**src/rtl/pipe_hazard_ctrl_if.sv**
```systemverilog
// Signal bundle between the pipeline datapath (master) and the hazard controller (slave).
// Defining PIPE_CTRL_PERF_EN adds the stall/flush performance counter outputs.
interface pipe_hazard_ctrl_if;
    logic       id_rf_valid;
    logic [3:0] id_rf_opcode;
    logic [3:0] id_rf_src1;
    logic [3:0] id_rf_src2;
    logic [8:0] id_rf_imm9;
    logic       rf_ex_valid;
    logic       rf_ex_is_load;
    logic [2:0] rf_ex_dest;
    logic       rf_redirect;
    logic       ex_redirect;

    logic       pc_enable;
    logic       if_id_enable;
    logic       id_rf_enable;
    logic       rf_ex_enable;
    logic       if_id_flush;
    logic       id_rf_flush;
    logic       rf_ex_flush;
    logic       lmsm_active;
    logic [2:0] lmsm_reg;
    logic [2:0] lmsm_offset;
    logic       lmsm_last;
`ifdef PIPE_CTRL_PERF_EN
    logic [15:0] stall_cycles;
    logic [15:0] flush_events;
`endif

    modport master (
`ifdef PIPE_CTRL_PERF_EN
        input  stall_cycles, flush_events,
`endif
        output id_rf_valid, id_rf_opcode, id_rf_src1, id_rf_src2, id_rf_imm9,
        output rf_ex_valid, rf_ex_is_load, rf_ex_dest, rf_redirect, ex_redirect,
        input  pc_enable, if_id_enable, id_rf_enable, rf_ex_enable,
        input  if_id_flush, id_rf_flush, rf_ex_flush,
        input  lmsm_active, lmsm_reg, lmsm_offset, lmsm_last
    );

    modport slave (
`ifdef PIPE_CTRL_PERF_EN
        output stall_cycles, flush_events,
`endif
        input  id_rf_valid, id_rf_opcode, id_rf_src1, id_rf_src2, id_rf_imm9,
        input  rf_ex_valid, rf_ex_is_load, rf_ex_dest, rf_redirect, ex_redirect,
        output pc_enable, if_id_enable, id_rf_enable, rf_ex_enable,
        output if_id_flush, id_rf_flush, rf_ex_flush,
        output lmsm_active, lmsm_reg, lmsm_offset, lmsm_last
    );
endinterface

```
**src/rtl/pipe_hazard_ctrl.sv**
```systemverilog
// Pipeline hazard controller: load-use bubbles, redirect squashes, LM/SM micro-op sequencing.
// Outputs are combinational in the same cycle; stalls are expressed as enables; PIPE_CTRL_PERF_EN adds counters.
module pipe_hazard_ctrl #(
    parameter logic [3:0] LM_OPCODE = 4'b0110,
    parameter logic [3:0] SM_OPCODE = 4'b0111
) (
    input  logic              clock,
    input  logic              reset,
    pipe_hazard_ctrl_if.slave bus
);
    typedef enum logic {S_IDLE = 1'b0, S_SEQ = 1'b1} state_t;

    state_t     r_state, w_state_nxt;
    logic [7:0] r_remaining, w_remaining_nxt;
    logic [2:0] r_offset, w_offset_nxt;

    logic [7:0] w_mask, w_mask_rest, w_rem_rest;
    logic       w_src1_hit, w_src2_hit, w_load_use, w_rf_redir;
    logic       w_lmsm_start, w_lmsm_multi;

    function automatic logic [2:0] f_lsb_idx(input logic [7:0] v);
        logic [2:0] idx;
        idx = 3'd0;
        for (int i = 7; i >= 0; i--) begin
            if (v[i]) idx = 3'(i);
        end
        return idx;
    endfunction

    assign w_mask       = bus.id_rf_imm9[7:0];
    assign w_mask_rest  = w_mask & (w_mask - 8'd1);
    assign w_rem_rest   = r_remaining & (r_remaining - 8'd1);
    assign w_src1_hit   = !bus.id_rf_src1[3] && (bus.id_rf_src1[2:0] == bus.rf_ex_dest);
    assign w_src2_hit   = !bus.id_rf_src2[3] && (bus.id_rf_src2[2:0] == bus.rf_ex_dest);
    assign w_load_use   = bus.id_rf_valid && bus.rf_ex_valid && bus.rf_ex_is_load
                          && (w_src1_hit || w_src2_hit);
    assign w_rf_redir   = bus.rf_redirect && bus.id_rf_valid;
    assign w_lmsm_start = bus.id_rf_valid && (w_mask != 8'd0)
                          && ((bus.id_rf_opcode == LM_OPCODE) || (bus.id_rf_opcode == SM_OPCODE));
    assign w_lmsm_multi = (w_mask_rest != 8'd0);

    always_ff @(posedge clock) begin
        if (reset) begin
            r_state     <= S_IDLE;
            r_remaining <= 8'd0;
            r_offset    <= 3'd0;
        end else begin
            r_state     <= w_state_nxt;
            r_remaining <= w_remaining_nxt;
            r_offset    <= w_offset_nxt;
        end
    end

    always_comb begin
        w_state_nxt     = r_state;
        w_remaining_nxt = r_remaining;
        w_offset_nxt    = r_offset;
        if (reset || bus.ex_redirect) begin
            w_state_nxt     = S_IDLE;
            w_remaining_nxt = 8'd0;
            w_offset_nxt    = 3'd0;
        end else if (r_state == S_SEQ) begin
            // Leaving SEQ once the last remaining bit is issued this cycle
            if (w_rem_rest == 8'd0) begin
                w_state_nxt     = S_IDLE;
                w_remaining_nxt = 8'd0;
                w_offset_nxt    = 3'd0;
            end else begin
                w_remaining_nxt = w_rem_rest;
                w_offset_nxt    = r_offset + 3'd1;
            end
        end else if (!w_load_use && !w_rf_redir && w_lmsm_start && w_lmsm_multi) begin
            w_state_nxt     = S_SEQ;
            w_remaining_nxt = w_mask_rest;
            w_offset_nxt    = 3'd1;
        end
    end

    always_comb begin
        bus.pc_enable    = 1'b1;
        bus.if_id_enable = 1'b1;
        bus.id_rf_enable = 1'b1;
        bus.rf_ex_enable = 1'b1;
        bus.if_id_flush  = 1'b0;
        bus.id_rf_flush  = 1'b0;
        bus.rf_ex_flush  = 1'b0;
        bus.lmsm_active  = 1'b0;
        bus.lmsm_reg     = 3'd0;
        bus.lmsm_offset  = 3'd0;
        bus.lmsm_last    = 1'b0;
        if (reset) begin
            bus.pc_enable    = 1'b0;
            bus.if_id_enable = 1'b0;
            bus.id_rf_enable = 1'b0;
            bus.rf_ex_enable = 1'b0;
            bus.if_id_flush  = 1'b1;
            bus.id_rf_flush  = 1'b1;
            bus.rf_ex_flush  = 1'b1;
        end else if (bus.ex_redirect) begin
            bus.if_id_flush = 1'b1;
            bus.id_rf_flush = 1'b1;
            bus.rf_ex_flush = 1'b1;
        end else if (r_state == S_SEQ) begin
            bus.lmsm_active = 1'b1;
            bus.lmsm_reg    = f_lsb_idx(r_remaining);
            bus.lmsm_offset = r_offset;
            if (w_rem_rest == 8'd0) begin
                bus.lmsm_last = 1'b1;
            end else begin
                bus.pc_enable    = 1'b0;
                bus.if_id_enable = 1'b0;
                bus.id_rf_enable = 1'b0;
            end
        end else if (w_load_use) begin
            // Hold the consumer in ID_RF and push a bubble into RF_EX
            bus.pc_enable    = 1'b0;
            bus.if_id_enable = 1'b0;
            bus.id_rf_enable = 1'b0;
            bus.rf_ex_flush  = 1'b1;
        end else if (w_rf_redir) begin
            bus.if_id_flush = 1'b1;
            bus.id_rf_flush = 1'b1;
        end else if (w_lmsm_start) begin
            bus.lmsm_active = 1'b1;
            bus.lmsm_reg    = f_lsb_idx(w_mask);
            if (!w_lmsm_multi) begin
                bus.lmsm_last = 1'b1;
            end else begin
                bus.pc_enable    = 1'b0;
                bus.if_id_enable = 1'b0;
                bus.id_rf_enable = 1'b0;
            end
        end
    end

`ifdef PIPE_CTRL_PERF_EN
    logic [15:0] r_stall_cycles, r_flush_events;
    logic        w_flush_taken;

    assign w_flush_taken = bus.ex_redirect
                           || ((r_state == S_IDLE) && !w_load_use && w_rf_redir);

    always_ff @(posedge clock) begin
        if (reset) begin
            r_stall_cycles <= 16'd0;
            r_flush_events <= 16'd0;
        end else begin
            if (!bus.pc_enable && (r_stall_cycles != 16'hFFFF))
                r_stall_cycles <= r_stall_cycles + 16'd1;
            if (w_flush_taken && (r_flush_events != 16'hFFFF))
                r_flush_events <= r_flush_events + 16'd1;
        end
    end

    assign bus.stall_cycles = r_stall_cycles;
    assign bus.flush_events = r_flush_events;
`endif
endmodule

```
**src/flat_wrapper.sv**
```systemverilog
// flat-port wrapper written by rule: the top's interface ports become plain ports
module pipe_hazard_ctrl_flat 
#(
    parameter logic [3:0] LM_OPCODE = 4'b0110,
    parameter logic [3:0] SM_OPCODE = 4'b0111
)
  (clock, reset, bus_id_rf_valid, bus_id_rf_opcode, bus_id_rf_src1, bus_id_rf_src2, bus_id_rf_imm9, bus_rf_ex_valid, bus_rf_ex_is_load, bus_rf_ex_dest, bus_rf_redirect, bus_ex_redirect, bus_pc_enable, bus_if_id_enable, bus_id_rf_enable, bus_rf_ex_enable, bus_if_id_flush, bus_id_rf_flush, bus_rf_ex_flush, bus_lmsm_active, bus_lmsm_reg, bus_lmsm_offset, bus_lmsm_last);
  pipe_hazard_ctrl_if bus_i ();
  input  logic clock;
  input  logic reset;
  input wire logic [$bits(bus_i.id_rf_valid)-1:0] bus_id_rf_valid;
  input wire logic [$bits(bus_i.id_rf_opcode)-1:0] bus_id_rf_opcode;
  input wire logic [$bits(bus_i.id_rf_src1)-1:0] bus_id_rf_src1;
  input wire logic [$bits(bus_i.id_rf_src2)-1:0] bus_id_rf_src2;
  input wire logic [$bits(bus_i.id_rf_imm9)-1:0] bus_id_rf_imm9;
  input wire logic [$bits(bus_i.rf_ex_valid)-1:0] bus_rf_ex_valid;
  input wire logic [$bits(bus_i.rf_ex_is_load)-1:0] bus_rf_ex_is_load;
  input wire logic [$bits(bus_i.rf_ex_dest)-1:0] bus_rf_ex_dest;
  input wire logic [$bits(bus_i.rf_redirect)-1:0] bus_rf_redirect;
  input wire logic [$bits(bus_i.ex_redirect)-1:0] bus_ex_redirect;
  output wire logic [$bits(bus_i.pc_enable)-1:0] bus_pc_enable;
  output wire logic [$bits(bus_i.if_id_enable)-1:0] bus_if_id_enable;
  output wire logic [$bits(bus_i.id_rf_enable)-1:0] bus_id_rf_enable;
  output wire logic [$bits(bus_i.rf_ex_enable)-1:0] bus_rf_ex_enable;
  output wire logic [$bits(bus_i.if_id_flush)-1:0] bus_if_id_flush;
  output wire logic [$bits(bus_i.id_rf_flush)-1:0] bus_id_rf_flush;
  output wire logic [$bits(bus_i.rf_ex_flush)-1:0] bus_rf_ex_flush;
  output wire logic [$bits(bus_i.lmsm_active)-1:0] bus_lmsm_active;
  output wire logic [$bits(bus_i.lmsm_reg)-1:0] bus_lmsm_reg;
  output wire logic [$bits(bus_i.lmsm_offset)-1:0] bus_lmsm_offset;
  output wire logic [$bits(bus_i.lmsm_last)-1:0] bus_lmsm_last;
  assign bus_i.id_rf_valid = bus_id_rf_valid;
  assign bus_i.id_rf_opcode = bus_id_rf_opcode;
  assign bus_i.id_rf_src1 = bus_id_rf_src1;
  assign bus_i.id_rf_src2 = bus_id_rf_src2;
  assign bus_i.id_rf_imm9 = bus_id_rf_imm9;
  assign bus_i.rf_ex_valid = bus_rf_ex_valid;
  assign bus_i.rf_ex_is_load = bus_rf_ex_is_load;
  assign bus_i.rf_ex_dest = bus_rf_ex_dest;
  assign bus_i.rf_redirect = bus_rf_redirect;
  assign bus_i.ex_redirect = bus_ex_redirect;
  assign bus_pc_enable = bus_i.pc_enable;
  assign bus_if_id_enable = bus_i.if_id_enable;
  assign bus_id_rf_enable = bus_i.id_rf_enable;
  assign bus_rf_ex_enable = bus_i.rf_ex_enable;
  assign bus_if_id_flush = bus_i.if_id_flush;
  assign bus_id_rf_flush = bus_i.id_rf_flush;
  assign bus_rf_ex_flush = bus_i.rf_ex_flush;
  assign bus_lmsm_active = bus_i.lmsm_active;
  assign bus_lmsm_reg = bus_i.lmsm_reg;
  assign bus_lmsm_offset = bus_i.lmsm_offset;
  assign bus_lmsm_last = bus_i.lmsm_last;
  pipe_hazard_ctrl #(.LM_OPCODE(LM_OPCODE), .SM_OPCODE(SM_OPCODE)) u_core (.clock(clock), .reset(reset), .bus(bus_i));
endmodule
```
**config.mk**
```make
export PLATFORM = sky130hd
export DESIGN_NAME = pipe_hazard_ctrl_flat
export DESIGN_NICKNAME = d
export VERILOG_FILES = /design/src/rtl/pipe_hazard_ctrl_if.sv /design/src/rtl/pipe_hazard_ctrl.sv /design/src/flat_wrapper.sv
export SDC_FILE = /design/constraint.sdc
export NUM_CORES = 1
export LEC_CHECK = 0
export CELL_PAD_IN_SITES_DETAIL_PLACEMENT = 0
export CELL_PAD_IN_SITES_GLOBAL_PLACEMENT = 1
export CORE_AREA = 4 4 65 73
export DETAILED_ROUTE_END_ITERATION = 16
export DIE_AREA = 0 0 69 77
export MAX_ROUTING_LAYER = met4
export PLACE_DENSITY = 0.75
export SYNTH_ARGS = -nofsm -noshare
export SYNTH_HDL_FRONTEND = slang
export SYNTH_SLANG_ARGS = --single-unit
```
**constraint.sdc**
```tcl
create_clock -name clock -period 3.04 [get_ports clock]
set_input_delay 0.608 -clock clock [delete_from_list [all_inputs] [get_ports clock]]
set_output_delay 0.608 -clock clock [all_outputs]
set_load 0.1 [all_outputs]
```
### Routing congestion

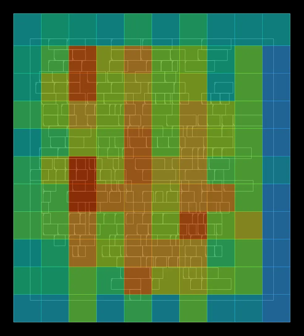
GRT met1 Usage: 16.9%
most congested layer reported by global routing: met2
wire per inst: 15.5 um

### Close-up of the layout

Region (20, 39) to (50, 69) um. Cells in grey, sequential cells in the stronger grey; small squares are vias.
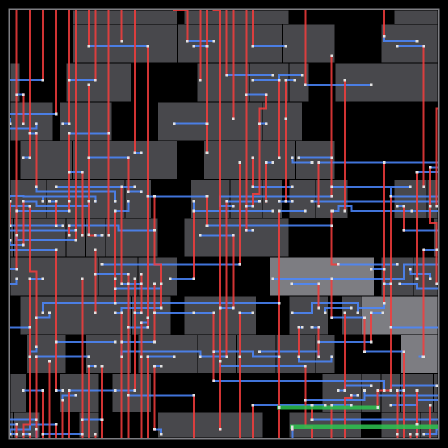
| colour | layer |
|---|---|
| blue | M1 |
| red | M2 |
| green | M3 |
sequential cells in the window: 2
most frequent: buf_4 (11), buf_12 (8), clkdlybuf4s50_1 (6)
netlist names of flops here include: u_core.r_offset (1), u_core.r_state (1)
cells with their middle in the window: 61

==> results_slide.txt <==
Run Summary

CTS
  – Total of hold buffers inserted after clock tree synthesis: 0
  – CTS buffer count: 3
  – H-tree levels: 1
  – CTS clock-pin slew for the worst setup and hold paths: 0.05 ns

Routing
  – Count of antenna-violating nets left after detailed routing: 0
  – Total met3 wirelength after detailed routing: 119 um

Timing
  – Maximum clock frequency: 339 MHz
  – Fin worst setup slack: 0.0913 ns
  – Clock skew: roughly 0.0013 ns
  – Tightest hold margin: 0.501 ns
  – Count of final setup violators: 0

Layout
  – # nets final: 240
  – Total area of multi-input combinational cells: 970 um^2
  – Area-dominant class: logic gates
  – Final instance area: between 0.002 and 0.0025 mm^2
  – Count of placed standard cells in the final layout, fillers left out: 259
  – Clock distribution area overhead in the final layout: 2.19%

Critical path
  – Crit path buf inv count: 2
  – Worst path cell trace: clkbuf_2 > or4_4 > a2111oi_4 > o31ai_4 > mux2i_4 > nor2b_4 > buf_12
  – Startpoint of the most critical setup path: bus_id_rf_imm9[3]
  – Required time reported for the critical path endpoint: between 2 and 2.5 ns
  – FF-to-FF End: u_core.r_offset[2]$_SDFFE_PP0P_
  – Slowest stage delay, CP: 0.61 ns
  – Stages on worst setup path: 7

Status
  – Status: finished clean

Synth
  – Number of cells produced by synthesis: about 150
  – Largest family of logic cells by area: AND-OR/OR-AND gates
  – Count of library flops with an enable pin: 0
  – Distinct lib cells used: between 40 and 50
  – Synthesized net count: 184
  – Leading post-synthesis cells by cell area: sky130_fd_sc_hd__dfxtp_1 (19%), sky130_fd_sc_hd__a21oi_1 (4.8%), sky130_fd_sc_hd__o31ai_1 (4.6%)
  – Post-Synthesis Cell Area: 0.00115 mm^2

Die
  – Top Ports: 46
  – Area of the core region: roughly 0.0040 mm^2

Worst hold path
  – Startpoint of the lowest-slack hold path: u_core.r_offset[0]$_SDFFE_PP0P_

Place
  – Detailed placer's ending HPWL: between 3 and 4 mm

Pwr
  – Combinational cell fraction of total power: 39.2%
  – Switching Share: 33.7%
  – Internal power: 321 uW

Global route
  – Met2 Resource Use GR: 28.1%
### Selected gate families

Drawn at 6 px/um.
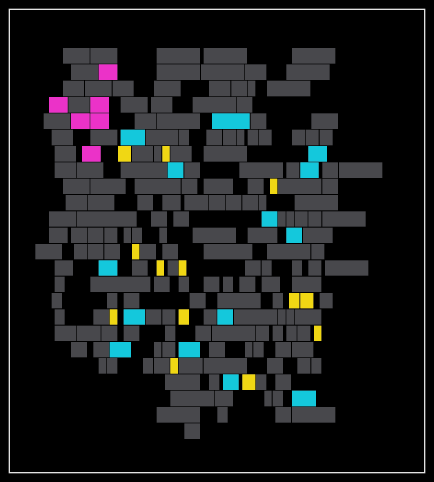
| colour | family | cells |
|---|---|---|
| yellow | nand cells | 13 |
| cyan | non-inverting ao/oa cells | 14 |
| magenta | xor and xnor cells | 6 |
combinational share of cell area: 47.2%
most common cell after layout, fill and taps aside: sky130_fd_sc_hd__buf_4

### Signal wires by layer

Drawn at 4 px/um. Two of the layers only.
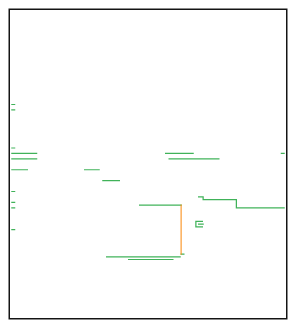
| colour | layer | wire length |
|---|---|---|
| orange | M4 | 12.2 um |
| green | M3 | 119 um |
Detailed Route WL: 4.02 mm
aggregate global-route resource usage: 14.8%
via count: 1395

==> layout by cell type (no fill, tap or decap), drive strengths merged, types with 2 or more instances in the layout <==
master         count
o31ai              7
nor4               6
or4                7
dfxtp             11
a21oi             11
or2                4
a211oi             3
nor2              11
clkbuf             7
nand4              2
and3               6
maj3               2
o21a               3
o21ai              8
o21bai             2
nand3              2
dlymetal6s2s      10
a21o               2
xor2               6
a22o               2
nor3               4
nor2b              4
dlygate4sd2        2
clkdlybuf4s50     12
a211o              4
inv                4
buf               37
a2111oi            2
o311ai             2
nand2              8
nor3b              3
==> state kept, by name, indices dropped and copies added (netlist names) <==
register            cells
u_core.r_remaining      7
u_core.r_offset         3
u_core.r_state          1
Power figures rest on the tool's default switching activity, not on a simulated workload.
